[src/rtl/protobuf_pkg.sv]
// protobuf_pkg: shared protobuf wire-format definitions.
//   wiretype_*        : wire-type codes carried in the low 3 bits of a key byte
//   VARINT_MAX_BYTES  : longest varint encoding of a 64-bit value
//   enc_state_e       : field encoder FSM states
//   MAKE_KEY          : builds the one-byte key {field_num[4:0], wire_type[2:0]}
package protobuf_pkg;

    localparam logic [2:0] wiretype_varint  = 3'd0;
    localparam logic [2:0] wiretype_fixed64 = 3'd1;
    localparam logic [2:0] wiretype_len     = 3'd2;

    localparam int VARINT_MAX_BYTES = 10;

    typedef enum logic [2:0] {
        ENC_IDLE,
        ENC_KEY,
        ENC_VARINT,
        ENC_FIX64,
        ENC_LENVAR,
        ENC_PAYLOAD
    } enc_state_e;

    function automatic logic [7:0] MAKE_KEY(input logic [4:0] num, input logic [2:0] wtype);
        return {num, wtype};
    endfunction

endpackage

[src/rtl/protobuf_varint_ser.sv]
// protobuf_varint_ser: base-128 varint serializer shared by the varint value
// and the length prefix of the field encoder.
//   clk, rst_n  : clock, synchronous active-low reset
//   load        : capture load_value as the remaining value
//   load_value  : value to encode
//   advance     : current byte has been taken, shift to the next 7 bits
//   data        : current byte {more, rem[6:0]}
//   last        : current byte is the final one (no more bits remain)
module protobuf_varint_ser (
    input  logic        clk,
    input  logic        rst_n,
    input  logic        load,
    input  logic [63:0] load_value,
    input  logic        advance,
    output logic [7:0]  data,
    output logic        last
);

    logic [63:0] rem;

    // A zero value still yields one 0x00 byte because last is true at once.
    assign last = (rem[63:7] == '0);
    assign data = {~last, rem[6:0]};

    always_ff @(posedge clk) begin
        if (!rst_n) begin
            rem <= '0;
        end else if (load) begin
            rem <= load_value;
        end else if (advance) begin
            rem <= rem >> 7;
        end
    end

endmodule

[src/rtl/protobuf_field_encoder.sv]
// protobuf_field_encoder: serializes one protobuf field per descriptor into a
// byte stream: key byte, then varint / fixed64 / length prefix + payload.
//   clk, rst_n                          : clock, synchronous active-low reset
//   s_fld_valid/ready/num/wtype/value   : field descriptor handshake
//   s_pld_valid/ready/data              : payload bytes (length-delimited only)
//   m_valid/ready/data/last             : registered output byte stream
//   err_pulse                           : one-cycle pulse on a rejected field
module protobuf_field_encoder
    import protobuf_pkg::*;
#(
    parameter int LEN_W = 32
) (
    input  logic        clk,
    input  logic        rst_n,
    input  logic        s_fld_valid,
    output logic        s_fld_ready,
    input  logic [4:0]  s_fld_num,
    input  logic [2:0]  s_fld_wtype,
    input  logic [63:0] s_fld_value,
    input  logic        s_pld_valid,
    output logic        s_pld_ready,
    input  logic [7:0]  s_pld_data,
    output logic        m_valid,
    input  logic        m_ready,
    output logic [7:0]  m_data,
    output logic        m_last,
    output logic        err_pulse
);

    enc_state_e       state;
    logic [7:0]       key_q;
    logic [2:0]       wtype_q;
    logic [63:0]      fix_q;
    logic [2:0]       fix_cnt;
    logic [LEN_W-1:0] len_q;

    logic        out_free;
    logic        fld_fire;
    logic        fld_bad;
    logic        ser_load;
    logic        ser_adv;
    logic [63:0] ser_value;
    logic [7:0]  ser_data;
    logic        ser_last;

    function automatic enc_state_e after_key(input logic [2:0] wt);
        if (wt == wiretype_varint)       return ENC_VARINT;
        else if (wt == wiretype_fixed64) return ENC_FIX64;
        else                             return ENC_LENVAR;
    endfunction

    // Output register may take a new byte when empty or being drained.
    assign out_free    = !m_valid || m_ready;
    assign s_fld_ready = (state == ENC_IDLE);
    assign s_pld_ready = (state == ENC_PAYLOAD) && out_free;
    assign fld_fire    = s_fld_valid && s_fld_ready;
    assign fld_bad     = (s_fld_num == 5'd0) || (s_fld_wtype > wiretype_len);
    assign ser_load    = fld_fire && !fld_bad &&
                         (s_fld_wtype == wiretype_varint || s_fld_wtype == wiretype_len);
    assign ser_adv     = out_free && (state == ENC_VARINT || state == ENC_LENVAR);

    always_comb begin
        ser_value = s_fld_value;
        if (s_fld_wtype == wiretype_len) ser_value = 64'(s_fld_value[LEN_W-1:0]);
    end

    protobuf_varint_ser u_varint_ser (
        .clk        (clk),
        .rst_n      (rst_n),
        .load       (ser_load),
        .load_value (ser_value),
        .advance    (ser_adv),
        .data       (ser_data),
        .last       (ser_last)
    );

    always_ff @(posedge clk) begin
        if (!rst_n) begin
            state     <= ENC_IDLE;
            m_valid   <= 1'b0;
            m_data    <= '0;
            m_last    <= 1'b0;
            err_pulse <= 1'b0;
            key_q     <= '0;
            wtype_q   <= '0;
            fix_q     <= '0;
            fix_cnt   <= '0;
            len_q     <= '0;
        end else begin
            err_pulse <= 1'b0;
            if (m_ready) m_valid <= 1'b0;

            case (state)
                ENC_IDLE: begin
                    if (fld_fire) begin
                        if (fld_bad) begin
                            err_pulse <= 1'b1;
                        end else begin
                            key_q   <= MAKE_KEY(s_fld_num, s_fld_wtype);
                            wtype_q <= s_fld_wtype;
                            fix_q   <= s_fld_value;
                            fix_cnt <= '0;
                            len_q   <= s_fld_value[LEN_W-1:0];
                            // Load the key straight away when the output is free so
                            // it appears the cycle after accept; otherwise park in KEY.
                            if (out_free) begin
                                m_valid <= 1'b1;
                                m_data  <= MAKE_KEY(s_fld_num, s_fld_wtype);
                                m_last  <= 1'b0;
                                state   <= after_key(s_fld_wtype);
                            end else begin
                                state <= ENC_KEY;
                            end
                        end
                    end
                end
                ENC_KEY: begin
                    if (out_free) begin
                        m_valid <= 1'b1;
                        m_data  <= key_q;
                        m_last  <= 1'b0;
                        state   <= after_key(wtype_q);
                    end
                end
                ENC_VARINT: begin
                    if (out_free) begin
                        m_valid <= 1'b1;
                        m_data  <= ser_data;
                        m_last  <= ser_last;
                        if (ser_last) state <= ENC_IDLE;
                    end
                end
                ENC_LENVAR: begin
                    if (out_free) begin
                        m_valid <= 1'b1;
                        m_data  <= ser_data;
                        // An empty payload ends the field on the length byte.
                        m_last  <= ser_last && (len_q == '0);
                        if (ser_last) state <= (len_q == '0) ? ENC_IDLE : ENC_PAYLOAD;
                    end
                end
                ENC_FIX64: begin
                    if (out_free) begin
                        m_valid <= 1'b1;
                        m_data  <= fix_q[7:0];
                        m_last  <= (fix_cnt == 3'd7);
                        fix_q   <= fix_q >> 8;
                        fix_cnt <= fix_cnt + 3'd1;
                        if (fix_cnt == 3'd7) state <= ENC_IDLE;
                    end
                end
                ENC_PAYLOAD: begin
                    if (s_pld_valid && s_pld_ready) begin
                        m_valid <= 1'b1;
                        m_data  <= s_pld_data;
                        m_last  <= (len_q == LEN_W'(1));
                        len_q   <= len_q - LEN_W'(1);
                        if (len_q == LEN_W'(1)) state <= ENC_IDLE;
                    end
                end
                default: state <= ENC_IDLE;
            endcase
        end
    end

endmodule

[config.mk]
export PLATFORM = sky130hd
export DESIGN_NAME = protobuf_field_encoder
export DESIGN_NICKNAME = d
export VERILOG_FILES = /design/src/rtl/protobuf_pkg.sv /design/src/rtl/protobuf_varint_ser.sv /design/src/rtl/protobuf_field_encoder.sv
export SDC_FILE = /design/constraint.sdc
export NUM_CORES = 1
export LEC_CHECK = 0
export ABC_AREA = 1
export CORE_MARGIN = 1.5
export CORE_UTILIZATION = 34
export CTS_BUF_LIST = sky130_fd_sc_hd__clkbuf_2 sky130_fd_sc_hd__clkbuf_4 sky130_fd_sc_hd__clkbuf_8
export DETAILED_ROUTE_END_ITERATION = 16
export GPL_TIMING_DRIVEN = 0
export PLACE_DENSITY = 0.63
export SLEW_MARGIN = 30
export SYNTH_ARGS = -nofsm -noshare
export SYNTH_HDL_FRONTEND = slang
export SYNTH_SLANG_ARGS = --single-unit
[constraint.sdc]
create_clock -name clk -period 1.5 [get_ports clk]
set_input_delay 0.375 -clock clk [delete_from_list [all_inputs] [get_ports clk]]
set_output_delay 0.375 -clock clk [all_outputs]
set_load 0.03 [all_outputs]
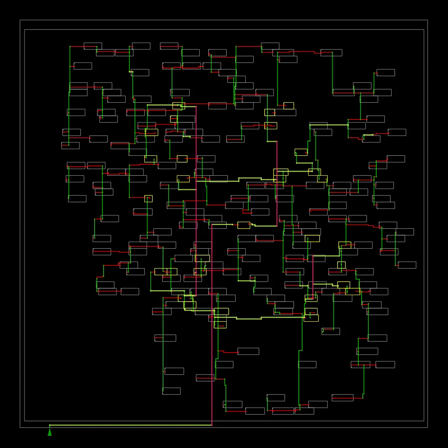
*Clock wiring as the flow saved it*
flip-flops: 185
Insertion Delay late pin: 0.51 ns

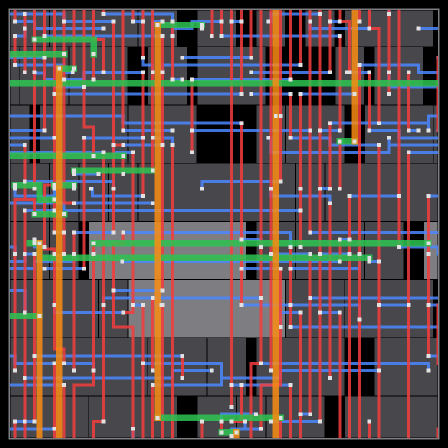
*Zoomed window*
Region (115, 115) to (135, 135) um. Cells in gray, sequential cells in the stronger gray; small squares are vias.
M3: in green. M4: in orange. M1: in blue. M2: in red.
Most frequent: buf_4 (6), inv_1 (5), buf_6 (5). Netlist names of flops here include key_q (2). 46 logic cells have their middle in the window. Sequential cells in the window: 2.

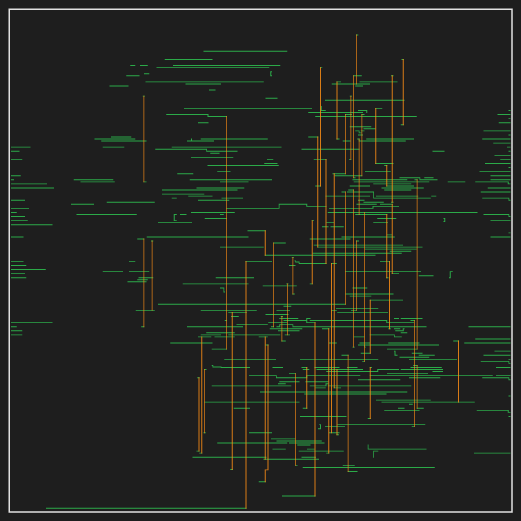
*Metal layers overlaid*
Scale: 3 px per um. Two of the layers only.
M4: in orange, wire length 1640 um. M3: in green, wire length 3410 um.
wire length per cell: 20.8 um
total track usage: 25.5%

==> flow_summary.json <==
{
  "holdWs_ns": 0.162,
  "openroad.warnings": 31,
  "fillers": 2332,
  "drc_errors": 0,
  "reg2regPathDepth": 14,
  "setup_viol": 187,
  "violations": "negative setup slack",
  "ys_sh_mux_pct": 0,
  "htree_num_levels": 4,
  "wirelength_met1_um": 16400,
  "initial_core_util_pct": 34.8,
  "nNetsFinal": 1655,
  "outcome": "finished, violations left",
  "cts_tree": "yes",
  "critPathMaxFanout": 5,
  "n_antenna_cell": 0,
  "finalCritPeriodShare_pct": 125,
  "dr_wl_met2_um": 18200,
  "final_util_pct": 55.1,
  "largest_cell_class": "logic gates",
  "final_cell_mix": "339 x nand2_1, 158 x dfxtp_1, 84 x nor2_1, 77 x clkdlybuf4s50_1, 75 x a31oi_1",
  "max_freq_mhz": 533,
  "gr-usage-met3_pct": 3.83,
  "viasPerCell": 5.70,
  "cp_top_family": "simple AND/OR/NAND/NOR gates",
  "place_ws_ns": -1.03,
  "gr-max-usage-layer": "met2",
  "top_area_cell": "dfxtp_1",
  "synth_seq_share_pct": 40.4,
  "hold-path-endpoint": "key_q[4]",
  "cts-root-buf": "clkbuf_8",
  "grt_pass1_vias": 10005,
  "port_buffers": 97,
  "synthTopCellsByArea": "dfxtp_1 40%, nand2_1 18%, a31oi_1 6.1%",
  "routed.top_layer": "met4",
  "hp-class": "input pin to register",
  "nMultiInputCombCells": 1011,
  "antenna_left": 0,
  "floorplan.nets": 1431,
  "r2r-end": "len_q[22]",
  "min_from": "s_fld_num[1]",
  "cts_buffers": 17,
  "clockBufferDepth": 2,
  "layout_top_cell": "nand2_1",
  "top_area_share_pct": 40.4,
  "row_count": 59,
  "wl_met3_um": 3410,
  "place_congestion": 0.898,
  "fin_ws_ns": -0.376,
  "path_cells": "nor2_4 > nand2_4 > inv_4 > nand2_4 > nor2_4 > buf_6 > inv_6 > nand2_8 > buf_6 > buf_12 > buf_8 > nand2_2 > o21ai_2 > nor2_1",
  "synthesis.instances": 1341,
  "tap_cells": 335,
  "ys_area_um2": 9160,
  "maxCapViolCount": 0,
  "leakagePower_nw": 5.73,
  "synth.distinct_cells": 43,
  "num-clock-buffers": 17,
  "ios": 98,
  "worst_slew_pin_slew_ns": 0.878,
  "synthXorXnorAreaFrac_pct": 0.574,
  "nonClkBufAreaFrac_pct": 21.6,
  "grt_pass1_wl_um": 55500,
  "comb_share_pct": 44.1,
  "drt_iter0_drc": 1198,
  "cts_hold_buf": 0,
  "chip_area_um2": 27900,
  "cp.arrival_ns": 2.27,
  "fp.dieH_um": 167,
  "top_regs": "fix_q: 64 flops, u_varint_ser.rem: 64 flops, len_q: 32 flops",
  "place_hpwl_um": 24600,
  "synth_flops": 185,
  "combGateArea_um2": 6390,
  "non_clock_buffer_count": 286,
  "seq_share_pct": 26.0,
  "skew_ns": 0.0251,
  "reg2reg_from": "state[2]",
  "yosys-stat-cells": 1341,
  "synthAdderAreaFrac_pct": 0.683,
  "worstSetupEndpointType": "register",
  "syn-cell-area_um2": 9160,
  "fin_crit_ns": 1.88,
  "clk_pin_slew_ns": 0.13,
  "n_all_inverters": 64,
  "critPathMaxStageDelay_ns": 0.41
}
==> what timing repair did <==
action                                  4_1_cts  5_1_grt
gates cloned                                 19       14
pin swaps                                    65      108
gates resized                               348      430
setup buffers                                59       32
endpoints found under the setup margin      198      189
==> how the worst max path moves through the flow <==
stage	startpoint	end	slack (ns)
6_report	state[2]	len_q[22]	-0.38
3_5_place_dp	s_fld_num[2]	len_q[27]	-1.03
5_1_grt	state[2]	len_q[22]	-0.44
2_1_floorplan	state[2]	m_data[0]	-0.15
4_1_cts	state[2]	len_q[21]	-0.39
3_3_place_gp	rst_n	key_q[6]	-1.02
==> power breakdown <==
part | switching, W | leakage (nW) | internal, W
combinational | 0.00672 | 3.99 | 0.00501
sequential | 0.000928 | 1.52 | 0.00594
clock | 0.00231 | 0.210 | 0.00131
total | 0.00995 | 5.73 | 0.0122
==> synth_stat cells, drive strengths merged <==
library cell and instances:
buf 47, o21ai 124, nor3 5, nand3 54
xnor2 3, nand2 434, o31ai 4, xor2 3
a211oi 5, dfxtp 185, a22oi 21, nor2 130
nor3b 1, a31oi 90, nand4 11, o21a 8
o2111ai 2, ha 5, o22ai 5, or2 7
o221ai 1, o211ai 1, clkbuf 36, inv 62
o211a 1, a41oi 1, o21bai 2, and2 1
nand3b 2, a21oi 90
==> metrics by stage <==
| stage | std cells | total power, W | setup TNS, ns | area, um^2 |
|---|---|---|---|---|
| after detailed placement | 1773 | 0.0138 | -154.95 | 10700 |
| after floorplan | 1341 | 0.0115 | -15.11 | 9330 |
| after global routing | 1913 | 0.0232 | -58.07 | 14500 |
| final | 1913 | 0.0222 | -49.24 | 14500 |
| after global placement | 1773 | 0.0137 | -153.42 | 10700 |
| after CTS | 1882 | 0.0194 | -55.87 | 12800 |
Power figures rest on the tool's default switching activity, not on a simulated workload.
